`config.mk`:
```
export PLATFORM = sky130hd
export DESIGN_NAME = clk_enable_gen_flat
export DESIGN_NICKNAME = d
export VERILOG_FILES = /design/src/rtl/clk_div_pkg.sv /design/src/rtl/clk_enable_gen_if.sv /design/src/rtl/clk_enable_chan.sv /design/src/rtl/clk_enable_gen.sv /design/src/flat_wrapper.sv
export SDC_FILE = /design/constraint.sdc
export NUM_CORES = 1
export LEC_CHECK = 0
export ABC_AREA = 0
export CAP_MARGIN = 20
export CORE_MARGIN = 3
export CORE_UTILIZATION = 30
export CTS_CLUSTER_SIZE = 12
export DETAILED_ROUTE_END_ITERATION = 6
export HOLD_SLACK_MARGIN = 0.05
export SLEW_MARGIN = 40
export SYNTH_ARGS = -nofsm -noshare
export SYNTH_HDL_FRONTEND = slang
export SYNTH_SLANG_ARGS = --single-unit
```
`constraint.sdc`:
```
create_clock -name clk_in -period 4.4 [get_ports clk_in]
set_clock_uncertainty 0.15 [all_clocks]
set_input_delay 0.88 -clock clk_in [delete_from_list [all_inputs] [get_ports clk_in]]
set_output_delay 0.88 -clock clk_in [all_outputs]
set_load 0.02 [all_outputs]
```
`src/rtl/clk_div_pkg.sv`:
```
// clk_div_pkg: shared constants and helpers for the clock-enable generator.
//   WIDTH_DEFAULT  default divisor/counter width in bits
//   DIV_DEFAULT    divisor loaded into every channel at reset
//   ch_idx_width   width of a channel-select field (never below 1 bit)
package clk_div_pkg;

    localparam int unsigned WIDTH_DEFAULT = 16;
    localparam int unsigned DIV_DEFAULT   = 49999;

    // A single channel still needs a 1-bit select so out-of-range writes can be expressed.
    function automatic int unsigned ch_idx_width(input int unsigned channels);
        if (channels <= 1) begin
            return 1;
        end
        return unsigned'($clog2(channels));
    endfunction

endpackage

```
`src/rtl/clk_enable_gen_if.sv`:
```
// clk_enable_gen_if: control and status bundle of the clock-enable generator.
//   run       per-channel run mask (0 freezes the channel)
//   restart   synchronous realign of all channels
//   load      divisor write strobe
//   load_ch   target channel of the write
//   load_val  new divisor value
//   en_out    one-cycle enable pulses
//   clk_out   divided 50 % toggle outputs
//   pending   written divisor not yet active
// master drives the controls, slave is the generator.
interface clk_enable_gen_if
    import clk_div_pkg::*;
#(
    parameter int unsigned CHANNELS = 3,
    parameter int unsigned WIDTH    = WIDTH_DEFAULT
);

    localparam int unsigned CH_W = ch_idx_width(CHANNELS);

    logic [CHANNELS-1:0] run;
    logic                restart;
    logic                load;
    logic [CH_W-1:0]     load_ch;
    logic [WIDTH-1:0]    load_val;
    logic [CHANNELS-1:0] en_out;
    logic [CHANNELS-1:0] clk_out;
    logic [CHANNELS-1:0] pending;

    modport master (
        output run, restart, load, load_ch, load_val,
        input  en_out, clk_out, pending
    );

    modport slave (
        input  run, restart, load, load_ch, load_val,
        output en_out, clk_out, pending
    );

endinterface

```
`src/rtl/clk_enable_chan.sv`:
```
// clk_enable_chan: one divider channel.
//   clk_in    clock, all state on the rising edge
//   reset_n   asynchronous active-low reset
//   run       1 = count, 0 = freeze counter and toggle
//   restart   reload counter from the next divisor and clear the toggle
//   wr        divisor write strobe for this channel
//   wr_val    divisor value written
//   en_out    enable pulse, high while running with the counter at zero
//   clk_out   toggle register, flips on every enable pulse
//   pending   a written divisor is waiting for the next terminal count
// A write lands in the shadow divisor and only becomes active when the counter
// reloads, so a running period is never cut short.
module clk_enable_chan
    import clk_div_pkg::*;
#(
    parameter int unsigned WIDTH       = WIDTH_DEFAULT,
    parameter int unsigned DEFAULT_DIV = DIV_DEFAULT
) (
    input  logic             clk_in,
    input  logic             reset_n,
    input  logic             run,
    input  logic             restart,
    input  logic             wr,
    input  logic [WIDTH-1:0] wr_val,
    output logic             en_out,
    output logic             clk_out,
    output logic             pending
);

    localparam logic [WIDTH-1:0] RST_DIV = WIDTH'(DEFAULT_DIV);

    logic [WIDTH-1:0] cnt_q, cnt_d;
    logic [WIDTH-1:0] div_a_q, div_a_d;
    logic [WIDTH-1:0] div_s_q, div_s_d;
    logic             pend_q, pend_d;
    logic             tog_q, tog_d;
    logic             tc;
    logic             reload;
    logic [WIDTH-1:0] div_next;

    assign tc     = (cnt_q == '0);
    assign reload = restart || (run && tc);

    // A write in the same cycle as a reload wins over anything already queued.
    always_comb begin
        div_next = div_a_q;
        if (wr) begin
            div_next = wr_val;
        end else if (pend_q) begin
            div_next = div_s_q;
        end
    end

    always_comb begin
        cnt_d   = cnt_q;
        div_a_d = div_a_q;
        div_s_d = div_s_q;
        pend_d  = pend_q;
        tog_d   = tog_q;
        if (reload) begin
            cnt_d   = div_next;
            div_a_d = div_next;
            div_s_d = div_next;
            pend_d  = 1'b0;
            tog_d   = restart ? 1'b0 : ~tog_q;
        end else begin
            if (run) begin
                cnt_d = cnt_q - 1'b1;
            end
            if (wr) begin
                div_s_d = wr_val;
                pend_d  = 1'b1;
            end
        end
    end

    always_ff @(posedge clk_in or negedge reset_n) begin
        if (!reset_n) begin
            cnt_q   <= RST_DIV;
            div_a_q <= RST_DIV;
            div_s_q <= RST_DIV;
            pend_q  <= 1'b0;
            tog_q   <= 1'b0;
        end else begin
            cnt_q   <= cnt_d;
            div_a_q <= div_a_d;
            div_s_q <= div_s_d;
            pend_q  <= pend_d;
            tog_q   <= tog_d;
        end
    end

    // Decoded from registered state; run is the only combinational path.
    assign en_out  = run && tc;
    assign clk_out = tog_q;
    assign pending = pend_q;

endmodule

```
`src/rtl/clk_enable_gen.sv`:
```
// clk_enable_gen: multi-channel runtime-programmable clock-enable generator.
//   clk_in   sole clock, all state on the rising edge
//   reset_n  asynchronous active-low reset
//   bus      clk_enable_gen_if.slave: run, restart, load, load_ch, load_val in;
//            en_out, clk_out, pending out
// Each channel pulses en_out every (div+1) cycles and toggles clk_out on each
// pulse. Divisor writes are steered to one channel by load_ch; a select at or
// beyond CHANNELS addresses nothing.
module clk_enable_gen
    import clk_div_pkg::*;
#(
    parameter int unsigned CHANNELS    = 3,
    parameter int unsigned WIDTH       = WIDTH_DEFAULT,
    parameter int unsigned DEFAULT_DIV = DIV_DEFAULT
) (
    input  logic                  clk_in,
    input  logic                  reset_n,
    clk_enable_gen_if.slave       bus
);

    localparam int unsigned CH_W = ch_idx_width(CHANNELS);

    logic [CHANNELS-1:0] wr;

    for (genvar g = 0; g < CHANNELS; g++) begin : g_chan
        assign wr[g] = bus.load && (bus.load_ch == CH_W'(g));

        clk_enable_chan #(
            .WIDTH       (WIDTH),
            .DEFAULT_DIV (DEFAULT_DIV)
        ) u_chan (
            .clk_in  (clk_in),
            .reset_n (reset_n),
            .run     (bus.run[g]),
            .restart (bus.restart),
            .wr      (wr[g]),
            .wr_val  (bus.load_val),
            .en_out  (bus.en_out[g]),
            .clk_out (bus.clk_out[g]),
            .pending (bus.pending[g])
        );
    end

endmodule

```
`src/flat_wrapper.sv`:
```
// flat-port wrapper written by rule: the top's interface ports become plain ports
module clk_enable_gen_flat import clk_div_pkg::*;
#(
    parameter int unsigned CHANNELS    = 3,
    parameter int unsigned WIDTH       = WIDTH_DEFAULT,
    parameter int unsigned DEFAULT_DIV = DIV_DEFAULT
)
  (clk_in, reset_n, bus_run, bus_restart, bus_load, bus_load_ch, bus_load_val, bus_en_out, bus_clk_out, bus_pending);
  clk_enable_gen_if #(.CHANNELS(CHANNELS), .WIDTH(WIDTH)) bus_i ();
  input  logic clk_in;
  input  logic reset_n;
  input wire logic [$bits(bus_i.run)-1:0] bus_run;
  input wire logic [$bits(bus_i.restart)-1:0] bus_restart;
  input wire logic [$bits(bus_i.load)-1:0] bus_load;
  input wire logic [$bits(bus_i.load_ch)-1:0] bus_load_ch;
  input wire logic [$bits(bus_i.load_val)-1:0] bus_load_val;
  output wire logic [$bits(bus_i.en_out)-1:0] bus_en_out;
  output wire logic [$bits(bus_i.clk_out)-1:0] bus_clk_out;
  output wire logic [$bits(bus_i.pending)-1:0] bus_pending;
  assign bus_i.run = bus_run;
  assign bus_i.restart = bus_restart;
  assign bus_i.load = bus_load;
  assign bus_i.load_ch = bus_load_ch;
  assign bus_i.load_val = bus_load_val;
  assign bus_en_out = bus_i.en_out;
  assign bus_clk_out = bus_i.clk_out;
  assign bus_pending = bus_i.pending;
  clk_enable_gen #(.CHANNELS(CHANNELS), .WIDTH(WIDTH), .DEFAULT_DIV(DEFAULT_DIV)) u_core (.clk_in(clk_in), .reset_n(reset_n), .bus(bus_i));
endmodule
```
==> metrics.log <==
[flow] final metrics
[metrics] result of the run: finished clean
[metrics] synthesized instance count: just over 800
[metrics] pin count of the biggest net entering global routing: 90
[metrics] Worst-Margin Slew: 787 ps
[metrics] number of OpenROAD warnings: 29
[metrics] sequential element share of the synthesized area: 0.478
[metrics] final hold vios: 0
[metrics] DIE WIDTH: 170 um
[metrics] met2 WL: around 9700 um
[metrics] share of cells above drive strength 1: 0.189
[metrics] simple-gate share of the synthesized area: 0.145
[metrics] adder-cell share of the synthesized area: 0.00931
[metrics] comb_multi_in: 599
[metrics] total length of routed wires: 20500 um
[metrics] cell with the most instances after synthesis: sky130_fd_sc_hd__nor2_1
[metrics] Critical Path Sink Type: output port
[metrics] kind of launch point of the worst setup path: input port
[metrics] net total in the final layout: around 870
[metrics] Buf/Inv on CP: 2
[metrics] total area of multi-input combinational cells: between 3000 and 4000 um^2
[metrics] Post-Place Setup Slack: 459 ps
[metrics] Congestion Overflow GR: 0
[metrics] Post-Syn Area: a little over 8000 um^2
[metrics] Mapped Avg Cell Area: around 10 um^2
[metrics] final setup margin: 447 ps
[metrics] global-route track usage on met1: 0.193
[metrics] portion of synthesized cell area occupied by the leading cell type: 0.264
[metrics] critical path data arrival time: between 2000 and 3000 ps
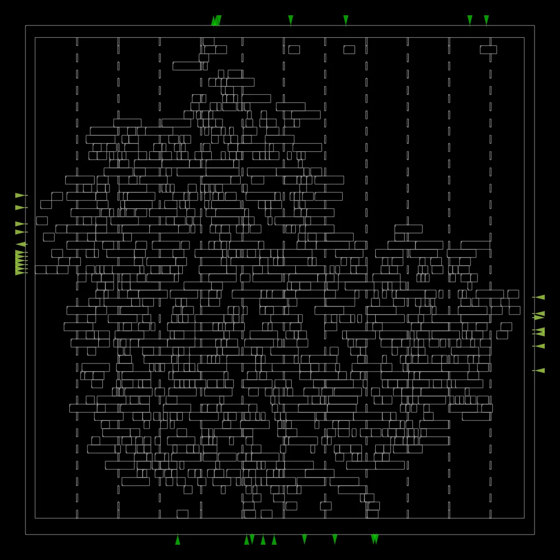
**Above:** placed standard cells.
number of filler instances in the final layout: 2626
number of placement rows: 59
utilization after layout: 0.356
Post-Layout Cell Count: 1186

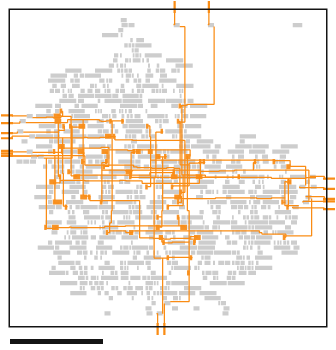
**Above:** port wiring.
The bar under the picture is 50 um long.
Key: orange = `bus_load_val` [direction input, end cells 74, buffers 16, wire 2460 um]

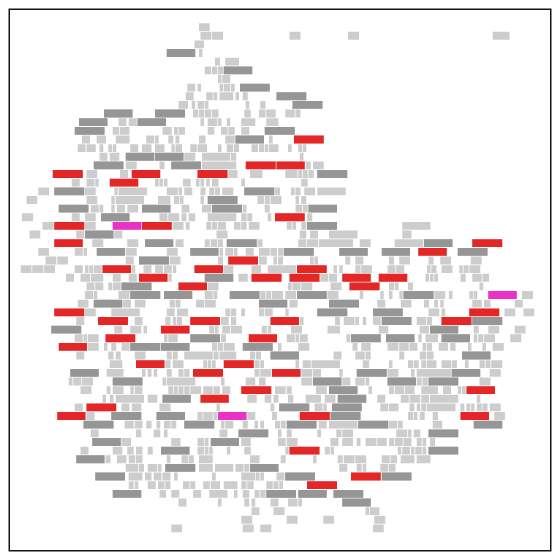
**Above:** sequential cells coloured by netlist name.
Other sequential cells in the stronger grey, the rest of the logic in the fainter grey.
Key: magenta = `u_core.g_chan.u_chan.pending` [flops 3]; red = `u_core.g_chan.u_chan.div_a_q` [flops 48]

